Fig. 1: run 1, metal layers overlaid
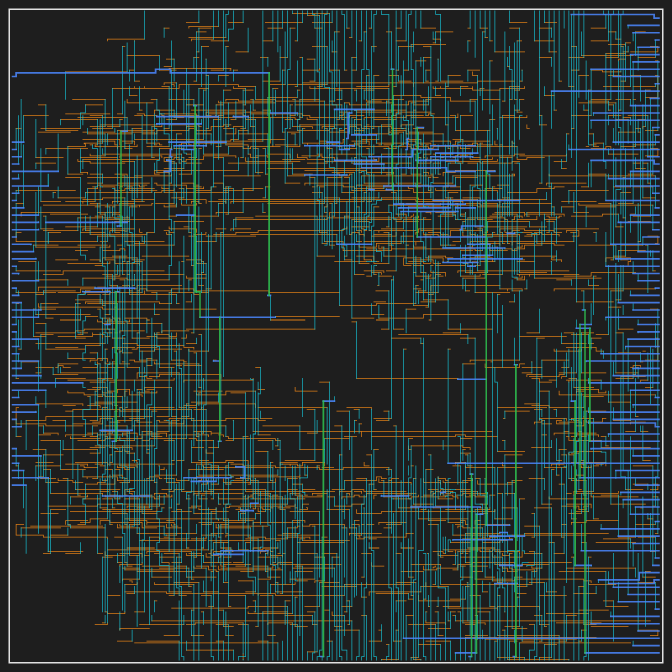
Fig. 2: run 1, wires at chosen ports, followed through buffers
Scale bar: 20 um.
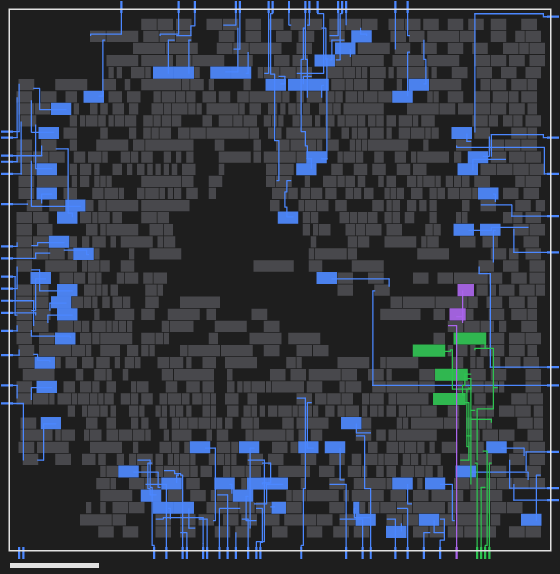
Fig. 3: run 1, cell sizes after repair
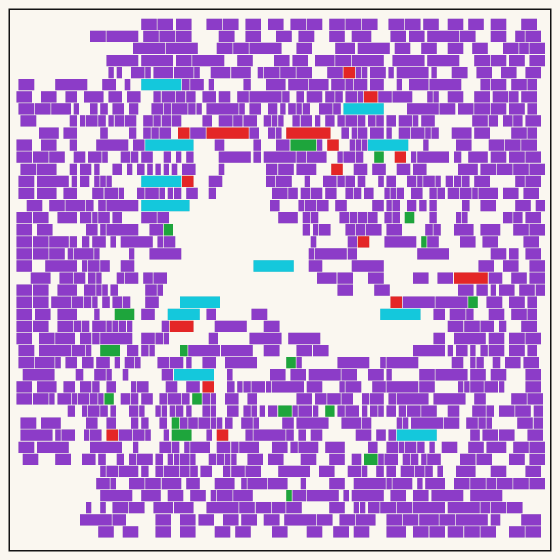
Fig. 4: run 1, placement view
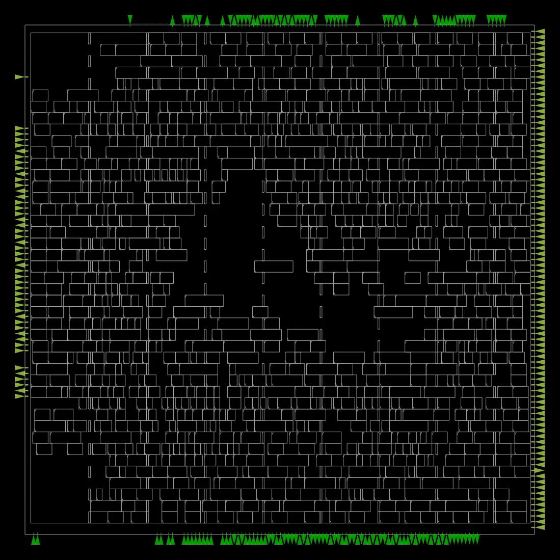
[src/rtl/cpu_pkg.sv]
// Shared types for the EX-stage branch unit: branch kinds, ARM condition codes,
// the NZCV flag struct and the branch FSM state encoding.
package cpu_pkg;

   typedef enum logic [1:0] {
      BR_B     = 2'b00,
      BR_BCOND = 2'b01,
      BR_CBZ   = 2'b10,
      BR_CBNZ  = 2'b11
   } br_kind_t;

   typedef enum logic [3:0] {
      COND_EQ = 4'b0000,
      COND_NE = 4'b0001,
      COND_HS = 4'b0010,
      COND_LO = 4'b0011,
      COND_MI = 4'b0100,
      COND_PL = 4'b0101,
      COND_VS = 4'b0110,
      COND_VC = 4'b0111,
      COND_HI = 4'b1000,
      COND_LS = 4'b1001,
      COND_GE = 4'b1010,
      COND_LT = 4'b1011,
      COND_GT = 4'b1100,
      COND_LE = 4'b1101,
      COND_AL = 4'b1110,
      COND_NV = 4'b1111
   } cond_t;

   typedef struct packed {
      logic n;
      logic z;
      logic c;
      logic v;
   } flags_t;

   typedef enum logic [1:0] {
      ST_IDLE   = 2'b00,
      ST_SQUASH = 2'b01,
      ST_WAIT   = 2'b10
   } state_t;

   // Only conditional branches read NZCV; CBZ/CBNZ/B never wait on flags.
   function automatic logic reads_flags(br_kind_t kind);
      return kind == BR_BCOND;
   endfunction

endpackage

[src/rtl/cond_branch_unit_if.sv]
// ALU-flag, branch-request and fetch-redirect signals between EX and the branch unit.
// The master drives ALU results and branch requests; the slave is the branch unit.
interface cond_branch_unit_if #(
   parameter int DATA_W = 64
);
   import cpu_pkg::*;

   logic              alu_valid;
   logic              alu_set_flags;
   logic              alu_negative;
   logic              alu_zero;
   logic              alu_carry_out;
   logic              alu_overflow;

   logic              br_valid;
   br_kind_t          br_kind;
   cond_t             br_cond;
   logic [DATA_W-1:0] br_rt_val;
   logic [DATA_W-1:0] br_pc;
   logic [DATA_W-1:0] br_imm;
   logic              br_ready;

   logic              redirect;
   logic [DATA_W-1:0] redirect_pc;
   logic              flush;
   flags_t            flags_q;

   modport master (
      output alu_valid, alu_set_flags, alu_negative, alu_zero, alu_carry_out, alu_overflow,
      output br_valid, br_kind, br_cond, br_rt_val, br_pc, br_imm,
      input  br_ready, redirect, redirect_pc, flush, flags_q
   );

   modport slave (
      input  alu_valid, alu_set_flags, alu_negative, alu_zero, alu_carry_out, alu_overflow,
      input  br_valid, br_kind, br_cond, br_rt_val, br_pc, br_imm,
      output br_ready, redirect, redirect_pc, flush, flags_q
   );

endinterface

[src/rtl/cond_branch_unit_cond_eval.sv]
// Combinational ARM condition-code evaluator: (flags, cond) -> take.
module cond_eval
   import cpu_pkg::*;
(
   input  flags_t flags,
   input  cond_t  cond,
   output logic   take
);

   logic [3:0] cond_bits;
   logic       base;

   assign cond_bits = cond;

   // Odd encodings are the complement of the even one below them, except AL/NV.
   always_comb begin
      // NOTE: every variable gets a default first so no path can infer a latch.
      base = 1'b0;
      case (cond_bits[3:1])
         3'b000:  base = flags.z;
         3'b001:  base = flags.c;
         3'b010:  base = flags.n;
         3'b011:  base = flags.v;
         3'b100:  base = flags.c & ~flags.z;
         3'b101:  base = (flags.n == flags.v);
         3'b110:  base = ~flags.z & (flags.n == flags.v);
         default: base = 1'b1;
      endcase
   end

   assign take = (cond_bits[3:1] == 3'b111) ? 1'b1 : (base ^ cond_bits[0]);

endmodule

[src/rtl/cond_branch_unit.sv]
// EX-stage NZCV flag register and branch resolver with a one-cycle redirect/flush.
// Define FLAG_FWD_EN to bypass same-cycle ALU flags into B.cond instead of stalling.
module cond_branch_unit
   import cpu_pkg::*;
#(
   parameter int DATA_W = 64
) (
   input logic               clk,
   input logic               reset_n,
   cond_branch_unit_if.slave bus
);

   state_t            state_q;
   state_t            state_d;
   flags_t            flags_q;
   flags_t            alu_flags;
   flags_t            eval_flags;
   logic              alu_upd;
   logic              hazard;
   logic              cond_take;
   logic              kind_take;
   logic              take;
   logic              br_ready;
   logic              redirect_q;
   logic              flush_q;
   logic [DATA_W-1:0] target;
   logic [DATA_W-1:0] redirect_pc_q;

   assign alu_upd   = bus.alu_valid & bus.alu_set_flags;
   assign alu_flags = '{n: bus.alu_negative, z: bus.alu_zero,
                        c: bus.alu_carry_out, v: bus.alu_overflow};

`ifdef FLAG_FWD_EN
   assign eval_flags = alu_upd ? alu_flags : flags_q;
   assign hazard     = 1'b0;
`else
   // A flag-setting op ahead of B.cond in the same cycle stalls it one cycle
   // so the branch reads the freshly written flags_q.
   assign eval_flags = flags_q;
   assign hazard     = bus.br_valid & reads_flags(bus.br_kind) & alu_upd;
`endif

   cond_eval u_cond_eval (
      .flags (eval_flags),
      .cond  (bus.br_cond),
      .take  (cond_take)
   );

   // Wraps modulo 2^DATA_W by construction.
   assign target = bus.br_pc + {bus.br_imm[DATA_W-3:0], 2'b00};

   always_comb begin
      kind_take = 1'b0;
      case (bus.br_kind)
         BR_B:     kind_take = 1'b1;
         BR_BCOND: kind_take = cond_take;
         BR_CBZ:   kind_take = (bus.br_rt_val == '0);
         BR_CBNZ:  kind_take = (bus.br_rt_val != '0);
         default:  kind_take = 1'b0;
      endcase
   end

   always_comb begin
      state_d  = state_q;
      br_ready = 1'b1;
      take     = 1'b0;
      case (state_q)
         ST_IDLE: begin
            if (hazard) begin
               br_ready = 1'b0;
               state_d  = ST_WAIT;
            end else begin
               take = bus.br_valid & kind_take;
               if (take) state_d = ST_SQUASH;
            end
         end
         // Wrong-path branch: accepted and dropped.
         ST_SQUASH: state_d = ST_IDLE;
         ST_WAIT: begin
            take    = bus.br_valid & kind_take;
            state_d = take ? ST_SQUASH : ST_IDLE;
         end
         default: state_d = ST_IDLE;
      endcase
   end

   always_ff @(posedge clk) begin
      // NOTE: sequential state uses non-blocking assignments so every register
      // samples pre-edge values regardless of statement order.
      if (!reset_n) begin
         state_q       <= ST_IDLE;
         flags_q       <= '0;
         redirect_q    <= 1'b0;
         flush_q       <= 1'b0;
         redirect_pc_q <= '0;
      end else begin
         state_q       <= state_d;
         if (alu_upd) flags_q <= alu_flags;
         redirect_q    <= take;
         flush_q       <= take;
         redirect_pc_q <= take ? target : '0;
      end
   end

   assign bus.br_ready    = br_ready;
   assign bus.redirect    = redirect_q;
   assign bus.flush       = flush_q;
   assign bus.redirect_pc = redirect_pc_q;
   assign bus.flags_q     = flags_q;

endmodule
[src/flat_wrapper.sv]
// flat-port wrapper written by rule: the top's interface ports become plain ports
module cond_branch_unit_flat import cpu_pkg::*;
#(
   parameter int DATA_W = 64
)
  (clk, reset_n, bus_alu_valid, bus_alu_set_flags, bus_alu_negative, bus_alu_zero, bus_alu_carry_out, bus_alu_overflow, bus_br_valid, bus_br_kind, bus_br_cond, bus_br_rt_val, bus_br_pc, bus_br_imm, bus_br_ready, bus_redirect, bus_redirect_pc, bus_flush, bus_flags_q);
  cond_branch_unit_if #(.DATA_W(DATA_W)) bus_i ();
  input logic clk;
  input logic reset_n;
  input wire logic [$bits(bus_i.alu_valid)-1:0] bus_alu_valid;
  input wire logic [$bits(bus_i.alu_set_flags)-1:0] bus_alu_set_flags;
  input wire logic [$bits(bus_i.alu_negative)-1:0] bus_alu_negative;
  input wire logic [$bits(bus_i.alu_zero)-1:0] bus_alu_zero;
  input wire logic [$bits(bus_i.alu_carry_out)-1:0] bus_alu_carry_out;
  input wire logic [$bits(bus_i.alu_overflow)-1:0] bus_alu_overflow;
  input wire logic [$bits(bus_i.br_valid)-1:0] bus_br_valid;
  input wire logic [$bits(bus_i.br_kind)-1:0] bus_br_kind;
  input wire logic [$bits(bus_i.br_cond)-1:0] bus_br_cond;
  input wire logic [$bits(bus_i.br_rt_val)-1:0] bus_br_rt_val;
  input wire logic [$bits(bus_i.br_pc)-1:0] bus_br_pc;
  input wire logic [$bits(bus_i.br_imm)-1:0] bus_br_imm;
  output wire logic [$bits(bus_i.br_ready)-1:0] bus_br_ready;
  output wire logic [$bits(bus_i.redirect)-1:0] bus_redirect;
  output wire logic [$bits(bus_i.redirect_pc)-1:0] bus_redirect_pc;
  output wire logic [$bits(bus_i.flush)-1:0] bus_flush;
  output wire logic [$bits(bus_i.flags_q)-1:0] bus_flags_q;
  assign bus_i.alu_valid = bus_alu_valid;
  assign bus_i.alu_set_flags = bus_alu_set_flags;
  assign bus_i.alu_negative = bus_alu_negative;
  assign bus_i.alu_zero = bus_alu_zero;
  assign bus_i.alu_carry_out = bus_alu_carry_out;
  assign bus_i.alu_overflow = bus_alu_overflow;
  assign bus_i.br_valid = bus_br_valid;
  assign bus_i.br_kind = bus_br_kind;
  assign bus_i.br_cond = bus_br_cond;
  assign bus_i.br_rt_val = bus_br_rt_val;
  assign bus_i.br_pc = bus_br_pc;
  assign bus_i.br_imm = bus_br_imm;
  assign bus_br_ready = bus_i.br_ready;
  assign bus_redirect = bus_i.redirect;
  assign bus_redirect_pc = bus_i.redirect_pc;
  assign bus_flush = bus_i.flush;
  assign bus_flags_q = bus_i.flags_q;
  cond_branch_unit #(.DATA_W(DATA_W)) u_core (.clk(clk), .reset_n(reset_n), .bus(bus_i));
endmodule
[config.mk]
export PLATFORM = sky130hd
export DESIGN_NAME = cond_branch_unit_flat
export DESIGN_NICKNAME = d
export VERILOG_FILES = /design/src/rtl/cpu_pkg.sv /design/src/rtl/cond_branch_unit_if.sv /design/src/rtl/cond_branch_unit_cond_eval.sv /design/src/rtl/cond_branch_unit.sv /design/src/flat_wrapper.sv
export SDC_FILE = /design/constraint.sdc
export NUM_CORES = 1
export LEC_CHECK = 0
export ABC_AREA = 0
export CORE_MARGIN = 1
export CORE_UTILIZATION = 40
export DETAILED_ROUTE_END_ITERATION = 16
export PLACE_DENSITY = 0.79
export SYNTH_ARGS = -nofsm -noshare
export SYNTH_HDL_FRONTEND = slang
export SYNTH_SLANG_ARGS = --single-unit
[constraint.sdc]
create_clock -name clk -period 4.4 [get_ports clk]
set_input_delay 0.88 -clock clk [delete_from_list [all_inputs] [get_ports clk]]
set_output_delay 0.88 -clock clk [all_outputs]
set_load 0.02 [all_outputs]
==> impl_metrics.tcl, run 1 <==
# metrics dict for downstream scripts
set metrics [dict create \
    post-route-period-util_pct 90.8 \
    crit_path_start_kind "input pin" \
    synth_warnings 0 \
    enable_flop_cells 0 \
    netlist.area_leader.share_pct 24.9 \
    cp.arrival_ns 4.22 \
    cts.htree.levels 3 \
    gp_congestion 0.901 \
    synth_cells 727 \
    required_ns 4.62 \
    dieHeight_um 122 \
    drt_first_pass_iters 5 \
    relSlewSlack_pct 66.4 \
    fp.dieW_um 122 \
    fin_cells 1182 \
    grt_remaining_overflow 0 \
    ir_drop_mv 0.161 \
    synthFlopType "dfxtp_1" \
    rsz0062_at_grt "false" \
    setup_violations 0 \
    p_leak_nw 3.62 \
    wirelength_mm 19.4 \
    ys_cells 727 \
    fmax_ghz 0.250 \
    portBuffers 275 \
    num_vias 6489 \
    ios 278 \
    grt_antenna_before_repair 1 \
    netlist_area_sq_um 5720 \
    crit_fanout 3 \
    post_cts.repair.setup_buffers 0 \
    end_kind "flop" \
    dp_hpwl_mm 15.7 \
    syn_to_final_growth_pct 57.1 \
    grt_pass1_vias 6185 \
    synth_async_sr_flop_share_pct 0 \
    core-area_sq_um 13900 \
    mostFrequentLayoutCells "clkdlybuf4s50_1 (275), nor2_1 (83), a21oi_1 (75)" \
    initial_utilization_pct 41.0 \
    avgSynthCellArea_sq_um 7.86 \
    clk_path_buf_depth 2 \
    insertion_delay_ns 0.35 \
    synthDistinctLibCells 66 \
    fp_nets 996 \
    cts_hold_buf 0 \
    ys_ff 71 \
    drt-initial-drc-count 369 \
    grt_first_pass_wirelength_mm 29.8 \
    warnings 28 \
    tritoncts "done" \
    hold_viol_final 0 \
    area_leaders "dfxtp_1 (25%), ha_1 (13%), a21oi_1 (6.6%), nor2_1 (5.5%), xnor2_1 (4.9%)" \
    layout_top_cell "clkdlybuf4s50_1" \
    nets 1266 \
    place_ws_ns 0.0579 \
    layout_min_cycle_time_ns 3.99 \
    chipArea_sq_um 14800 \
    fin_ws_ns 0.406 \
    place_inst 1166 \
    status "finished clean" \
    root_buffer "clkbuf_16" \
    wire_per_inst_um 16.4 \
    clk_pin_slew_worst_paths_ns 0.06 \
    yosysTopAreaCell "dfxtp_1" \
    fin_tns_setup_ns 0 \
    grt_usage_pct 25.9 \
    fin_hold_ws_ns 0.439 \
    hold_class "reg2reg" \
    cts_num_sinks 71 \
    ant_nets 0 \
    via_per_inst 5.49 \
    final_max_slew_viol_count 0 \
    tightest_slew_ns 0.499 \
    cts_resized 0 \
    path_class "in2reg" \
    cap_violations 0 \
    skew_ns 0.00788 \
    ys_seq_share_pct 24.9 \
    cts_buffers 9 \
    power_density_nw_per_um2 274 \
    drive_gt1_share_pct 4.60 \
    ys_chip_area_sq_um 5720 \
    grt_max_degree 29 \
    drcViolationCount 0 \
]
-- Fig. 1 (at the start) --
[cyan] met2 | wire length: 9,790 um
[green] met4 | wire length: 565 um
[orange] met1 | wire length: 7,700 um
[blue] met3 | wire length: 1,380 um

-- Fig. 2 (at the start) --
[blue] `bus_br_imm` | bits: 64 | direction: input | end cells: 63 | buffers: 62 | wire: 1,450 um
[green] `bus_flags_q` | bits: 4 | direction: output | end cells: 4 | buffers: 4 | wire: 197 um
[purple] `bus_br_valid` | bits: 1 | direction: input | end cells: 2 | buffers: 1 | wire: 60.5 um

-- Fig. 3 (at the start) --
[cyan] drive 6 and up | cells: 12 | share: 1.2%
[red] drive 3 to 4 | cells: 16 | share: 1.6%
[green] drive 2 | cells: 18 | share: 1.8%
[purple] drive 1 or less | cells: 955 | share: 95%

-- Fig. 4 (at the start) --
row cnt: 43
registers: 71
fillers: 1,219

-- run 1: metal layers --
layer,vias to the layer above,wire length [um],track usage [%]
li1,3200,-,-
met1,2964,7700,29.6
met2,289,9790,47.4
met3,36,1380,4.26
met4,0,565,11.2
met5,-,0,0
-- run 1: power breakdown --
part	switching (mW)	internal [mW]
Combinational	0.484	0.484
Clock	0.306	0.492
Sequential	0.0134	0.683
Total	0.803	1.66
-- run 1: stage by stage --
step,util [%],total power [mW],area [sq um]
floorplan,-,1.27,5720
global placement,62.2,1.66,8660
detailed placement,62.2,1.67,8660
CTS,64.4,2.47,8980
global route,64.4,2.58,8980
finish,64.4,2.46,8980
-- run 1: final cells by class --
cell class	count	area (sq um)
Tap cell	180	225
Clock inverter	6	86.3
Clock buffer	9	225
Antenna cell	1	2.50
Inverter	26	97.6
Multi-Input combinational cell	604	4090
Timing Repair Buffer	285	2830
Fill cell	1219	4960
Sequential cell	71	1420
-- run 1: state kept, by name, indices dropped and copies added (netlist names) --
register	cells
u_core.bus.flags_q	4
u_core.bus.redirect	1
u_core.bus.redirect_pc	64
u_core.state_q	2
-- run 1: critical path: stages --
cell             delay, ns
clkdlybuf4s50_1       0.46
ha_1                  0.22
inv_1                 0.07
fa_1                  0.39
nand2b_1              0.19
a21oi_2               0.16
o2111ai_1             0.17
a31o_2                0.31
o21a_4                0.24
nor2_8                0.14
a311oi_4              0.13
o41ai_4               0.41
buf_4                 0.20
mux2i_1               0.17
nand4_1               0.09
-- run 1: cell families (layout without fill, tap and decap cells) --
kind of cell,count (synthesis),count (layout),share of synthesized area [%]
AND-OR/OR-AND,222,222,26.1
XOR/XNOR,56,56,8.58
adder cells (fa/ha/maj),62,62,13.7
buffers and inverters,52,326,3.68
flip-flops,71,71,24.9
multiplexers,3,3,0.525
other,0,1,0
AND/OR/NAND/NOR,261,261,22.5
-- run 1: cells in the mapped netlist, types with 2 or more instances --
cell / count
o311ai_1: 2
nor3b_1: 4
o21a_1: 8
o31ai_1: 4
inv_2: 2
xnor2_1: 32
nand3_1: 18
a21oi_1: 75
nor4_1: 21
a211oi_1: 9
o21ai_1: 17
ha_1: 61
or3_1: 4
o21bai_1: 18
o2111ai_1: 2
and2_1: 6
nand2_1: 55
inv_1: 24
o31a_1: 3
and3_1: 4
clkbuf_1: 22
xor2_1: 24
a21boi_0: 5
o41ai_1: 2
buf_4: 4
a211o_1: 3
nor2b_1: 5
o221ai_1: 3
nand3b_1: 2
mux2i_1: 3
nor2_1: 83
o21ai_0: 15
or2_2: 8
dfxtp_1: 71
o211ai_1: 3
nor3_1: 11
nand2b_1: 7
nand4_1: 26
a31oi_1: 9
a21o_1: 26
-- run 1: final timing paths --
kind,end,startpoint,cells past startpoint,slack (ns)
worst max-delay path,u_core.bus.redirect_pc[60],bus_br_imm[0],15,0.41
worst min-delay path,u_core.state_q[1],u_core.state_q[0],1,0.44
worst max register to register,u_core.bus.redirect_pc[60],u_core.bus.flags_q[0],10,1.90
worst min register to register,u_core.state_q[1],u_core.state_q[0],1,0.44
==> run 1 -> run 2 <==
SLEW_MARGIN = 20   (was default)
clock period = 4.2 ns   (was 4.4 ns; I/O delays follow)
Fig. 5: run 2, placement view
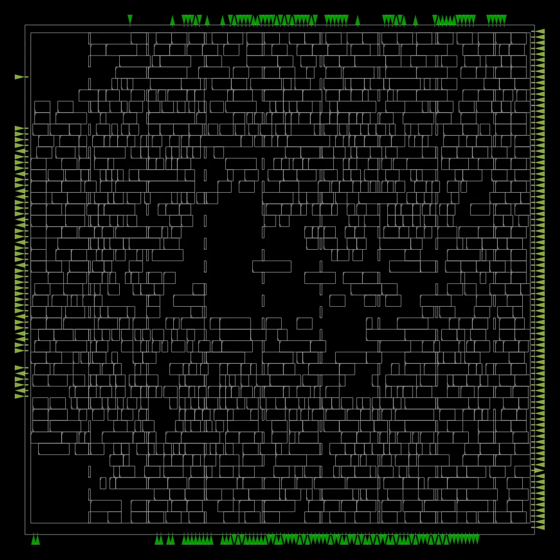
core area: 13,900 sq um
flop share of the area: 15.8%
Final Util: 64.7%
fillers: 1,192
Final Non-Filler Cells: 1,187

==> impl_metrics.tcl, run 2 <==
# metrics dict for downstream scripts
set metrics [dict create \
    gr-usage-met3_pct 4.78 \
    cts_hold_buf 0 \
    cts_buffers 9 \
    insertion_delay_ns 0.35 \
    power_density_nw_per_um2 287 \
    synthFlopType "dfxtp_1" \
    critical-path-top-delay-family "AND-OR/OR-AND gates" \
    hold_viol_final 0 \
    ir_drop_mv 0.189 \
    crit_fanout 3 \
    skew_ns 0.00843 \
    synth_warnings 0 \
    fin_ws_ns 0.272 \
    relSlewSlack_pct 69.0 \
    place_inst 1170 \
    nets 1270 \
    cp.depth 15 \
    syn_to_final_growth_pct 57.7 \
    drt-initial-drc-count 334 \
    layout_min_cycle_time_ns 3.93 \
    gp_congestion 0.904 \
    drt_first_pass_iters 5 \
    dp_hpwl_mm 16.0 \
    post-route-period-util_pct 93.5 \
    required_ns 4.42 \
    netlist.area_leader.share_pct 24.9 \
    fin_tns_setup_ns 0 \
    num_vias 6497 \
    fin_hold_ws_ns 0.433 \
    netlist_area_sq_um 5720 \
    grt_first_pass_wirelength_mm 30.2 \
    cts_resized 0 \
    num_rows 43 \
    synth_async_sr_flop_share_pct 0 \
    power_mw 2.59 \
    cap_violations 0 \
    wire_per_inst_um 16.4 \
    drcViolationCount 0 \
    grt_max_degree 29 \
    worstPathCellList "clkdlybuf4s50_1, ha_1, inv_1, fa_1, nand2b_1, a21oi_2, o2111ai_1, a31o_2, o21a_4, nor2_8, a311oi_4, o41ai_4, buf_4, mux2i_1, nand4_1" \
    p_leak_nw 3.64 \
    synthDistinctLibCells 66 \
    place_ws_ns -0.0995 \
    ys_chip_area_sq_um 5720 \
    final_max_slew_viol_count 0 \
    largest_register_ffs 64 \
    ios 278 \
    setup_violations 0 \
    hold_depth 1 \
    crit_path_start_kind "input pin" \
    post_cts.repair.setup_buffers 0 \
    layout_top_cell "clkdlybuf4s50_1" \
    cts.htree.levels 3 \
    tightest_slew_ns 0.463 \
    grt_pass1_vias 6300 \
    chipArea_sq_um 14800 \
    mostFrequentLayoutCells "clkdlybuf4s50_1 (275), nor2_1 (83), a21oi_1 (75)" \
    end_kind "flop" \
    cp_num_buf_inv 3 \
    fp_nets 996 \
    grt_remaining_overflow 0 \
    ys_ff 71 \
    slowest_stage "clkdlybuf4s50_1" \
    cp.arrival_ns 4.15 \
    fmax_ghz 0.255 \
    grt_usage_pct 26.2 \
    synth_cells 727 \
    wirelength_mm 19.5 \
    clk_pin_slew_worst_paths_ns 0.06 \
    tritoncts "done" \
    enable_flop_cells 0 \
    ys_cells 727 \
    avgSynthCellArea_sq_um 7.86 \
    dieHeight_um 122 \
    via_per_inst 5.47 \
    warnings 28 \
    path_class "in2reg" \
    rr_worst_depth 10 \
    initial_utilization_pct 41.0 \
    yosysTopAreaCell "dfxtp_1" \
    portBuffers 275 \
    fp.dieW_um 122 \
    hold_class "reg2reg" \
    status "finished clean" \
    clk_path_buf_depth 2 \
    drive_gt1_share_pct 4.88 \
    area_leaders "dfxtp_1 (25%), ha_1 (13%), a21oi_1 (6.6%), nor2_1 (5.5%), xnor2_1 (4.9%)" \
    dpl_cell_area_sq_um 8690 \
    root_buffer "clkbuf_16" \
    max_stage_delay_ns 0.47 \
    use_met1_pct 29.6 \
    grt_busiest_layer "met2" \
    stdcell_area_sq_um 9010 \
    ant_nets 0 \
    met2_usage_pct 47.1 \
    cts_num_sinks 71 \
    common_cells "nor2_1 (83), a21oi_1 (75), dfxtp_1 (71), ha_1 (61), nand2_1 (55)" \
    rsz0062_at_grt "false" \
    yosysMostFrequentCell "nor2_1" \
    grt_antenna_before_repair 2 \
    ys_seq_share_pct 24.9 \
]
Fig. 6: run 2, metal layers overlaid
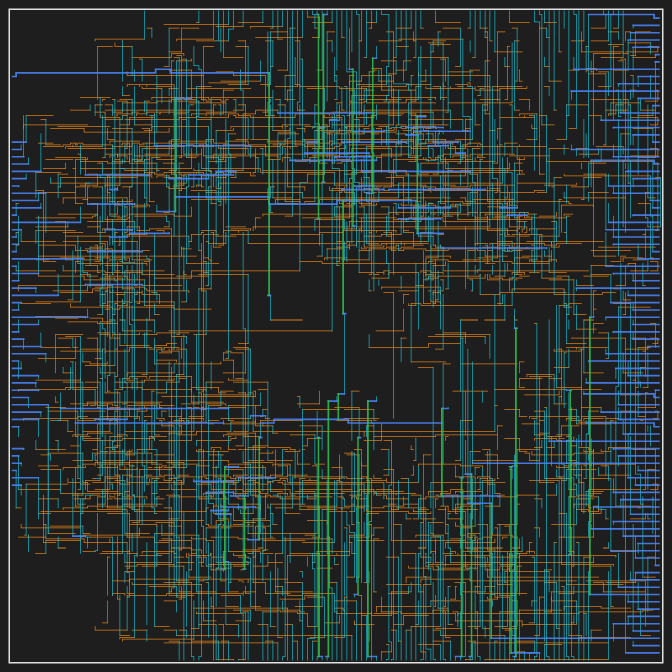
[blue] met3 | wire length: 1,460 um
[cyan] met2 | wire length: 9,610 um
[green] met4 | wire length: 738 um
[orange] met1 | wire length: 7,640 um

[run 2: cell types whose count changed in the layout (fill, tap and decap cells not counted), sizes merged]
cell      before  now
clkbuf         9   10
clkinvlp       1    2
diode          1    2
buf           10   14
clkinv         3    1
[run 2: layout make-up]
cell class / count / area [sq um] / area share, %
Multi-Input combinational cell: 604 / 4090 / 45.4
Timing Repair Buffer: 289 / 2860 / 31.7
Sequential cell: 71 / 1420 / 15.8
Clock buffer: 10 / 229 / 2.54
Tap cell: 180 / 225 / 2.50
Inverter: 26 / 97.6 / 1.08
Clock inverter: 5 / 83.8 / 0.930
Antenna cell: 2 / 5.00 / 0.0555
[run 2: cell families (layout without fill, tap and decap cells)]
| family | Yosys count | after routing | synth area share, % |
|---|---|---|---|
| compound gates | 222 | 222 | 26.1 |
| xor+xnor | 56 | 56 | 8.58 |
| fa+ha+maj | 62 | 62 | 13.7 |
| buf+inv | 52 | 330 | 3.68 |
| flops | 71 | 71 | 24.9 |
| mux | 3 | 3 | 0.525 |
| other cells | 0 | 2 | 0 |
| simple gates | 261 | 261 | 22.5 |
[run 2: power breakdown]
part / leakage, nW / switching [mW] / total [mW] / internal (mW)
clock: 0.145 / 0.316 / 0.834 / 0.518
combinational: 2.91 / 0.511 / 1.02 / 0.512
sequential: 0.579 / 0.0141 / 0.730 / 0.716
total: 3.64 / 0.841 / 2.59 / 1.75
[run 2: per-layer routing]
metal	wire (um)	vias to the layer above	part of all wire [%]
li1	-	3209	-
met1	7640	2959	39
met2	9610	278	49
met3	1460	51	7.5
met4	737	0	3.8
met5	0	-	0
[run 2: path summary, 6_finish.rpt]
check                             start                         end  slack (ns)
setup reg to reg  u_core.bus.flags_q[0]  u_core.bus.redirect_pc[60]        1.62
hold reg to reg       u_core.state_q[0]           u_core.state_q[1]        0.43
setup / recovery          bus_br_imm[0]  u_core.bus.redirect_pc[60]        0.27
hold / removal        u_core.state_q[0]           u_core.state_q[1]        0.43
==> run 2 -> run 3 <==
ABC_CLOCK_PERIOD_IN_PS = 4200   (was default)
HOLD_SLACK_MARGIN = 0.05   (was default)
Fig. 7: run 3, placement view
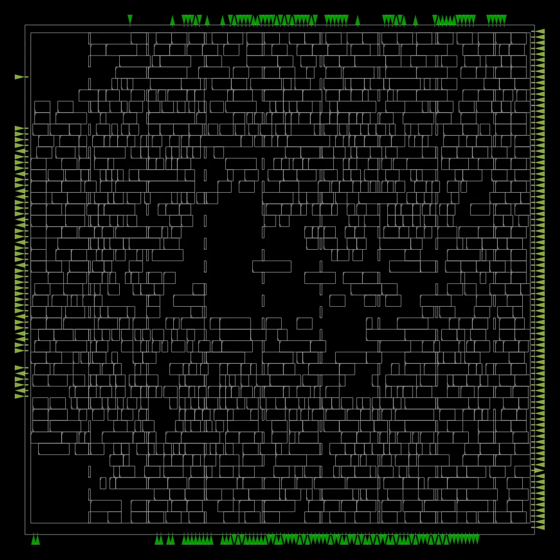
Tapcells: 180

==> impl_metrics.tcl, run 3 <==
# metrics dict for downstream scripts
set metrics [dict create \
    cap_violations 0 \
    core-area_sq_um 13900 \
    clockPowerShare_pct 32.3 \
    dpl_cell_area_sq_um 8690 \
    yosysMostFrequentCell "nor2_1" \
    layout_min_cycle_time_ns 3.93 \
    slowest_stage "clkdlybuf4s50_1" \
    tightest_slew_ns 0.463 \
    fin_cells 1187 \
    logic_area_sq_um 4090 \
    fin_ws_ns 0.272 \
    via_per_inst 5.47 \
    warnings 28 \
    fin_hold_ws_ns 0.433 \
    common_cells "nor2_1 (83), a21oi_1 (75), dfxtp_1 (71), ha_1 (61), nand2_1 (55)" \
    ys_seq_share_pct 24.9 \
    rsz0062_at_grt "false" \
    setup_violations 0 \
    ios 278 \
    synthFlopType "dfxtp_1" \
    cts_resized 0 \
    ys_chip_area_sq_um 5720 \
    netlist.area_leader.share_pct 24.9 \
    insertion_delay_ns 0.35 \
    regArea_sq_um 1420 \
    yosysTopAreaCell "dfxtp_1" \
    p_switching_mw 0.841 \
    dp_hpwl_mm 16.0 \
    power_mw 2.59 \
    nFillCells 1192 \
    ir_drop_mv 0.189 \
    cts_hold_buf 0 \
    end_kind "flop" \
    mostFrequentLayoutCells "clkdlybuf4s50_1 (275), nor2_1 (83), a21oi_1 (75)" \
    max_stage_delay_ns 0.47 \
    final_max_slew_viol_count 0 \
    grt_usage_pct 26.2 \
    num_rows 43 \
    area_leaders "dfxtp_1 (25%), ha_1 (13%), a21oi_1 (6.6%), nor2_1 (5.5%), xnor2_1 (4.9%)" \
    synth_warnings 0 \
    power_frac_seq_pct 28.2 \
    grt_remaining_overflow 0 \
    fp.dieW_um 122 \
    comb_power_share_pct 39.5 \
    post-route-period-util_pct 93.5 \
    grt_antenna_before_repair 2 \
    grt_first_pass_wirelength_mm 30.2 \
    syn_to_final_growth_pct 57.7 \
    switching_share_pct 32.5 \
    enable_flop_cells 0 \
    gp_congestion 0.904 \
    ys_ff 71 \
    ant_nets 0 \
    status "finished clean" \
    hold_class "reg2reg" \
    utilization_pct 64.7 \
    hold_start "u_core.state_q[0]" \
    synth_cells 727 \
    required_ns 4.42 \
    p_leak_nw 3.64 \
    clk_path_buf_depth 2 \
    drive_gt1_share_pct 4.88 \
    synth_async_sr_flop_share_pct 0 \
    fin_tns_setup_ns 0 \
    tritoncts "done" \
    nets 1270 \
    drt-initial-drc-count 334 \
    hold_depth 1 \
    avgSynthCellArea_sq_um 7.86 \
    internal-power_mw 1.75 \
    layout_top_cell "clkdlybuf4s50_1" \
    startpoint "bus_br_imm[0]" \
    place_inst 1170 \
    path_class "in2reg" \
    rr_worst_depth 10 \
    crit_fanout 3 \
    ys_cells 727 \
    reg2reg_from "u_core.bus.flags_q[0]" \
    hold_viol_final 0 \
    grt_pass1_vias 6300 \
    crit_path_start_kind "input pin" \
    netlist_area_sq_um 5720 \
    wire_per_inst_um 16.4 \
    cp.arrival_ns 4.15 \
    grt_max_degree 29 \
    wirelength_mm 19.5 \
    drt_first_pass_iters 5 \
    worstPathCellList "clkdlybuf4s50_1, ha_1, inv_1, fa_1, nand2b_1, a21oi_2, o2111ai_1, a31o_2, o21a_4, nor2_8, a311oi_4, o41ai_4, buf_4, mux2i_1, nand4_1" \
    initial_utilization_pct 41.0 \
    dieHeight_um 122 \
    drcViolationCount 0 \
    num_vias 6497 \
    cts_num_sinks 71 \
    stdcell_area_sq_um 9010 \
    relSlewSlack_pct 69.0 \
    cts.htree.levels 3 \
    fmax_ghz 0.255 \
    power_density_nw_per_um2 287 \
    post_cts.repair.setup_buffers 0 \
    largest_register_ffs 64 \
    skew_ns 0.00843 \
    synthDistinctLibCells 66 \
    fp_nets 996 \
    place_ws_ns -0.0995 \
    portBuffers 275 \
    cts_buffers 9 \
    root_buffer "clkbuf_16" \
    clk_pin_slew_worst_paths_ns 0.06 \
    chipArea_sq_um 14800 \
]
Fig. 8: run 3, cell classes on the final placement
Fill, decap, tap and diode cells in grey.
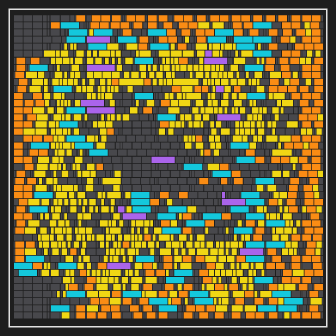
[orange] other buffers and delay cells | cells: 289 | share of their area: 33%
[yellow] all other logic | cells: 630 | share of their area: 48%
[purple] clock drivers and dummy loads | cells: 15 | share of their area: 3.6%
[cyan] flip-flops | cells: 71 | share of their area: 16%

[run 3: cell counts after synthesis]
No cell type changed its count.
[run 3: cells by family after synthesis]
family                   share of synthesized area, %
AND-OR/OR-AND                                    26.1
XOR/XNOR                                         8.58
adder cells (fa/ha/maj)                          13.7
buffers and inverters                            3.68
flip-flops                                       24.9
multiplexers                                    0.525
AND/OR/NAND/NOR                                  22.5
[run 3: metal layers]
metal	wire (um)	part of all wire, %	track usage [%]	up-vias
li1	-	-	-	3209
met1	7640	39	29.6	2959
met2	9610	49	47.1	278
met3	1460	7.5	4.78	51
met4	737	3.8	12.9	0
met5	0	0	0	-
[run 3: worst max-delay path: cells and delay by family]
kind            cells  cell delay, ns
mux                 1            0.17
buf+inv             3            0.73
fa+ha+maj           2            0.59
simple gates        3            0.41
compound gates      6            1.40
[run 3: cell type report]
class | count | share of cell area [%]
antenna | 2 | 0.0555
sequential | 71 | 15.8
clock buffer | 10 | 2.54
timing repair buffer | 289 | 31.7
clock inverter | 5 | 0.930
tap | 180 | 2.50
multi-input combinational | 604 | 45.4
inverter | 26 | 1.08
[run 3: worst paths after layout]
path	to	slack (ns)
max	u_core.bus.redirect_pc[60]	0.27
min	u_core.state_q[1]	0.43
max reg2reg	u_core.bus.redirect_pc[60]	1.62
min reg2reg	u_core.state_q[1]	0.43
[run 3: power groups by stage]
| stage | logic (mW) | registers, mW | clock network [mW] |
|---|---|---|---|
| 4_1_cts | 1.02 | 0.730 | 0.843 |
| 3_5_place_dp | 1.01 | 0.744 | 0 |
| 5_1_grt | 1.11 | 0.733 | 0.873 |
| 6_report | 1.02 | 0.730 | 0.834 |
| 3_3_place_gp | 1.00 | 0.744 | 0 |
| 2_1_floorplan | 0.531 | 0.796 | 0 |
Power and IR drop assume default switching activity.
